Figure 1. Placed cells, one colour a class.
The bar under the picture is 50 um long. Fill, decap, tap and diode cells in grey.
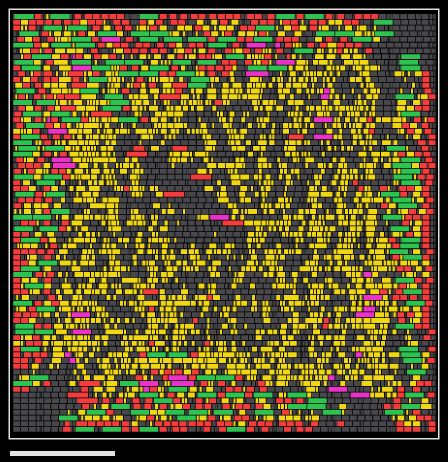
Figure 2. Metal layers overlaid.
The bar under the picture is 50 um long.
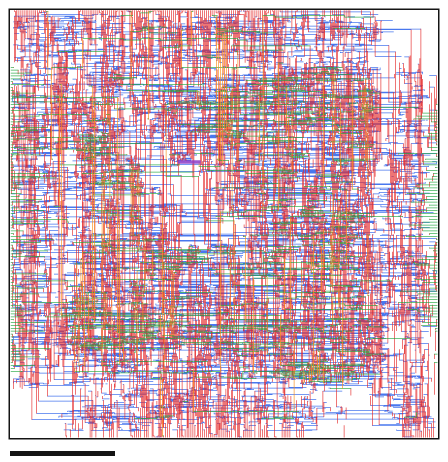
Figure 3. M4 wires.
The bar under the picture is 50 um long.
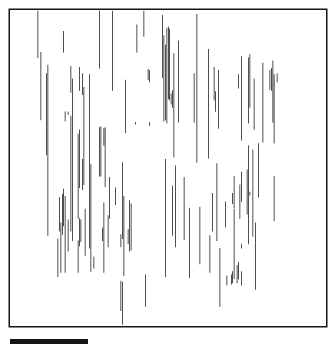
--- src/rtl/execute_stage.sv ---
// ============================================================================
// execute_stage : Y86-64 execute stage (ALU, condition codes, E/M pipe register)
// Optional: EXECUTE_CMOV_EN makes rrmovq conditional on e_Cnd (cmovXX).
// Revision: 1.0
// ============================================================================
`default_nettype none

module execute_stage #(
  parameter int WIDTH = 64
) (
  input  logic             clk,
  input  logic             rst_n,
  input  logic [2:0]       E_stat,
  input  logic [3:0]       E_icode,
  input  logic [3:0]       E_ifun,
  input  logic [WIDTH-1:0] E_valC,
  input  logic [WIDTH-1:0] E_valA,
  input  logic [WIDTH-1:0] E_valB,
  input  logic [3:0]       E_dstE,
  input  logic [3:0]       E_dstM,
  input  logic [2:0]       m_stat,
  input  logic [2:0]       W_stat,
  input  logic             M_stall,
  input  logic             M_bubble,
  output logic [WIDTH-1:0] e_valE,
  output logic [3:0]       e_dstE,
  output logic             e_Cnd,
  output logic [2:0]       M_stat,
  output logic [3:0]       M_icode,
  output logic             M_Cnd,
  output logic [WIDTH-1:0] M_valE,
  output logic [WIDTH-1:0] M_valA,
  output logic [3:0]       M_dstE,
  output logic [3:0]       M_dstM,
  output logic [2:0]       cc
);

  localparam logic [3:0] I_NOP    = 4'h1;
  localparam logic [3:0] I_RRMOVQ = 4'h2;
  localparam logic [3:0] I_IRMOVQ = 4'h3;
  localparam logic [3:0] I_RMMOVQ = 4'h4;
  localparam logic [3:0] I_MRMOVQ = 4'h5;
  localparam logic [3:0] I_OPQ    = 4'h6;
  localparam logic [3:0] I_CALL   = 4'h8;
  localparam logic [3:0] I_RET    = 4'h9;
  localparam logic [3:0] I_PUSHQ  = 4'hA;
  localparam logic [3:0] I_POPQ   = 4'hB;

  localparam logic [2:0] STAT_AOK = 3'd1;
  localparam logic [3:0] REG_NONE = 4'hF;

  localparam logic [1:0] ALU_ADD = 2'd0;
  localparam logic [1:0] ALU_SUB = 2'd1;
  localparam logic [1:0] ALU_AND = 2'd2;
  localparam logic [1:0] ALU_XOR = 2'd3;

  localparam logic [WIDTH-1:0] STACK_STEP = WIDTH'(8);
  localparam logic [2:0]       CC_RESET   = 3'b100;

  logic [WIDTH-1:0] alu_a;
  logic [WIDTH-1:0] alu_b;
  logic [1:0]       alu_fun;
  logic [WIDTH-1:0] alu_out;
  logic             alu_of;
  logic             set_cc;
  logic             cnd;
  logic             zf;
  logic             sf;
  logic             of;

  always_comb begin
    alu_a = '0;
    case (E_icode)
      I_OPQ, I_RRMOVQ:            alu_a = E_valA;
      I_IRMOVQ, I_RMMOVQ, I_MRMOVQ: alu_a = E_valC;
      I_CALL, I_PUSHQ:            alu_a = -STACK_STEP;
      I_RET, I_POPQ:              alu_a = STACK_STEP;
      default:                    alu_a = '0;
    endcase
  end

  always_comb begin
    alu_b = '0;
    case (E_icode)
      I_OPQ, I_RMMOVQ, I_MRMOVQ, I_CALL, I_PUSHQ, I_RET, I_POPQ: alu_b = E_valB;
      default:                                                  alu_b = '0;
    endcase
  end

  assign alu_fun = (E_icode == I_OPQ) ? E_ifun[1:0] : ALU_ADD;

  // Overflow: operands of the effective same sign produce a result of the other sign.
  always_comb begin
    alu_out = '0;
    alu_of  = 1'b0;
    case (alu_fun)
      ALU_ADD: begin
        alu_out = alu_b + alu_a;
        alu_of  = (alu_a[WIDTH-1] == alu_b[WIDTH-1]) && (alu_out[WIDTH-1] != alu_a[WIDTH-1]);
      end
      ALU_SUB: begin
        alu_out = alu_b - alu_a;
        alu_of  = (alu_a[WIDTH-1] != alu_b[WIDTH-1]) && (alu_out[WIDTH-1] != alu_b[WIDTH-1]);
      end
      ALU_AND: alu_out = alu_b & alu_a;
      ALU_XOR: alu_out = alu_b ^ alu_a;
      default: alu_out = '0;
    endcase
  end

  assign e_valE = alu_out;

  // E_stat deliberately does not gate CC writes; only downstream status does.
  assign set_cc = (E_icode == I_OPQ) && (m_stat == STAT_AOK) && (W_stat == STAT_AOK);

  assign zf = cc[2];
  assign sf = cc[1];
  assign of = cc[0];

  always_comb begin
    cnd = 1'b0;
    case (E_ifun)
      4'h0:    cnd = 1'b1;
      4'h1:    cnd = (sf ^ of) | zf;
      4'h2:    cnd = sf ^ of;
      4'h3:    cnd = zf;
      4'h4:    cnd = ~zf;
      4'h5:    cnd = ~(sf ^ of);
      4'h6:    cnd = ~(sf ^ of) & ~zf;
      default: cnd = 1'b0;
    endcase
  end

  assign e_Cnd = cnd;

`ifdef EXECUTE_CMOV_EN
  assign e_dstE = ((E_icode == I_RRMOVQ) && !cnd) ? REG_NONE : E_dstE;
`else
  assign e_dstE = E_dstE;
`endif

  always_ff @(posedge clk or negedge rst_n) begin
    if (!rst_n) begin
      cc <= CC_RESET;
    end else if (set_cc) begin
      cc <= {(alu_out == '0), alu_out[WIDTH-1], alu_of};
    end
  end

  always_ff @(posedge clk or negedge rst_n) begin
    if (!rst_n) begin
      M_stat  <= STAT_AOK;
      M_icode <= I_NOP;
      M_Cnd   <= 1'b0;
      M_valE  <= '0;
      M_valA  <= '0;
      M_dstE  <= REG_NONE;
      M_dstM  <= REG_NONE;
    end else if (M_bubble) begin
      M_stat  <= STAT_AOK;
      M_icode <= I_NOP;
      M_Cnd   <= 1'b0;
      M_valE  <= '0;
      M_valA  <= '0;
      M_dstE  <= REG_NONE;
      M_dstM  <= REG_NONE;
    end else if (!M_stall) begin
      M_stat  <= E_stat;
      M_icode <= E_icode;
      M_Cnd   <= cnd;
      M_valE  <= alu_out;
      M_valA  <= E_valA;
      M_dstE  <= e_dstE;
      M_dstM  <= E_dstM;
    end
  end

endmodule

`default_nettype wire

--- config.mk ---
export PLATFORM = sky130hd
export DESIGN_NAME = execute_stage
export DESIGN_NICKNAME = d
export VERILOG_FILES = /design/src/rtl/execute_stage.sv
export SDC_FILE = /design/constraint.sdc
export NUM_CORES = 1
export LEC_CHECK = 0
export CAP_MARGIN = 20
export CORE_UTILIZATION = 45
export DETAILED_ROUTE_END_ITERATION = 10
export GPL_TIMING_DRIVEN = 0
export PLACE_DENSITY = 0.79
export REMOVE_ABC_BUFFERS = 1
export SYNTH_ARGS = -nofsm -noshare
export SYNTH_HDL_FRONTEND = slang
export SYNTH_SLANG_ARGS = --single-unit
--- constraint.sdc ---
create_clock -name clk -period 7.9 [get_ports clk]
set_clock_uncertainty 0.2 [all_clocks]
set_input_delay 0.79 -clock clk [delete_from_list [all_inputs] [get_ports clk]]
set_output_delay 0.79 -clock clk [all_outputs]
set_load 0.02 [all_outputs]
==> changes_impl.md <==
### Physical design

- Final setup margin: -0.0145 ns
- M2 GR Usage: 60.9%
- Gate power share: 53.9%
- Failing checks: setup timing
- Seq_cells: 147
- Dominant cell type by area after synthesis: dfrtp_1
- Dominant combinational family: AND-OR/OR-AND gates
- Worst Path Buf+Inv: 7
- Die Span X: 203 um
- PwrDens: 157 nW/um2
- Relative slew slack: 19.1%
- Clock group power: 0.907 mW
- Most frequent logic cell in the layout: clkdlybuf4s50_1
- Seq/total area: 15.3%
- Initial antenna violation count: 1
- CP Launch Point: E_icode[2]
- Critical path arrival: 6.92 ns
- Synth Cell Area: 18200 um2
- Die Height: 203 um
- Register area: 3690 um2
- EDFF count, synth: 0
- Xor+xnor area frac: 1.88%
- Post-synthesis sequential area ratio: 20.3%
- Clock period minus worst slack: 7.91 ns
- Worst R2R Path Depth: 8
- Met3 wire len: 7.89 mm
- Leading cell kind: logic gates
- Stages on worst setup path: 21
- Cts bufs inserted: 17
- RR Endpoint: M_Cnd
- Tap cells: 525
- Grt peak-use layer: met2
- Aoi share: 29.0%
- Clk pin slew, worst setup/hold paths: 0.07 ns
- Top cells by count, synth: 330 x nor2_1, 206 x a21oi_1, 161 x nand2_1
- Clock buf/inv share: 2.59%
- Final setup fails: 1
- Status: finished, violations left
- Net Sw Power: 1.67 mW
-- Figure 1 (at the start) --
legend:
  magenta:
    class: clock drivers and dummy loads
    cells: 32
    share_of_their_area: 2.7%
  green:
    class: sequential cells
    cells: 147
    share_of_their_area: 16%
  yellow:
    class: remaining logic cells
    cells: 2125
    share_of_their_area: 60%
  red:
    class: remaining buffers and delay cells
    cells: 474
    share_of_their_area: 21%
design area: 24100 um2
# rows: 73
final core utilization: 60.4%
Core Region: 39800 um2

-- Figure 2 (at the start) --
legend:
  blue:
    layer: M1
    wire_length: 32.4 mm
  red:
    layer: M2
    wire_length: 36.8 mm
  green:
    layer: M3
    wire_length: 7890 um
  purple:
    layer: M5
    wire_length: 9.20 um
  orange:
    layer: M4
    wire_length: 3660 um
Vias: 21474
DR WL/cell: 24.5 um
Total GRT Usage: 38.1%

-- Figure 3 (at the start) --
nets with wire on the layer: 82
wire length on this layer: 3660 um
share of all routed wire: 4.5%
longest straight run: 112 um
wirelength, routed: 80.8 mm

Power figures rest on the tool's default switching activity, not on a simulated workload.
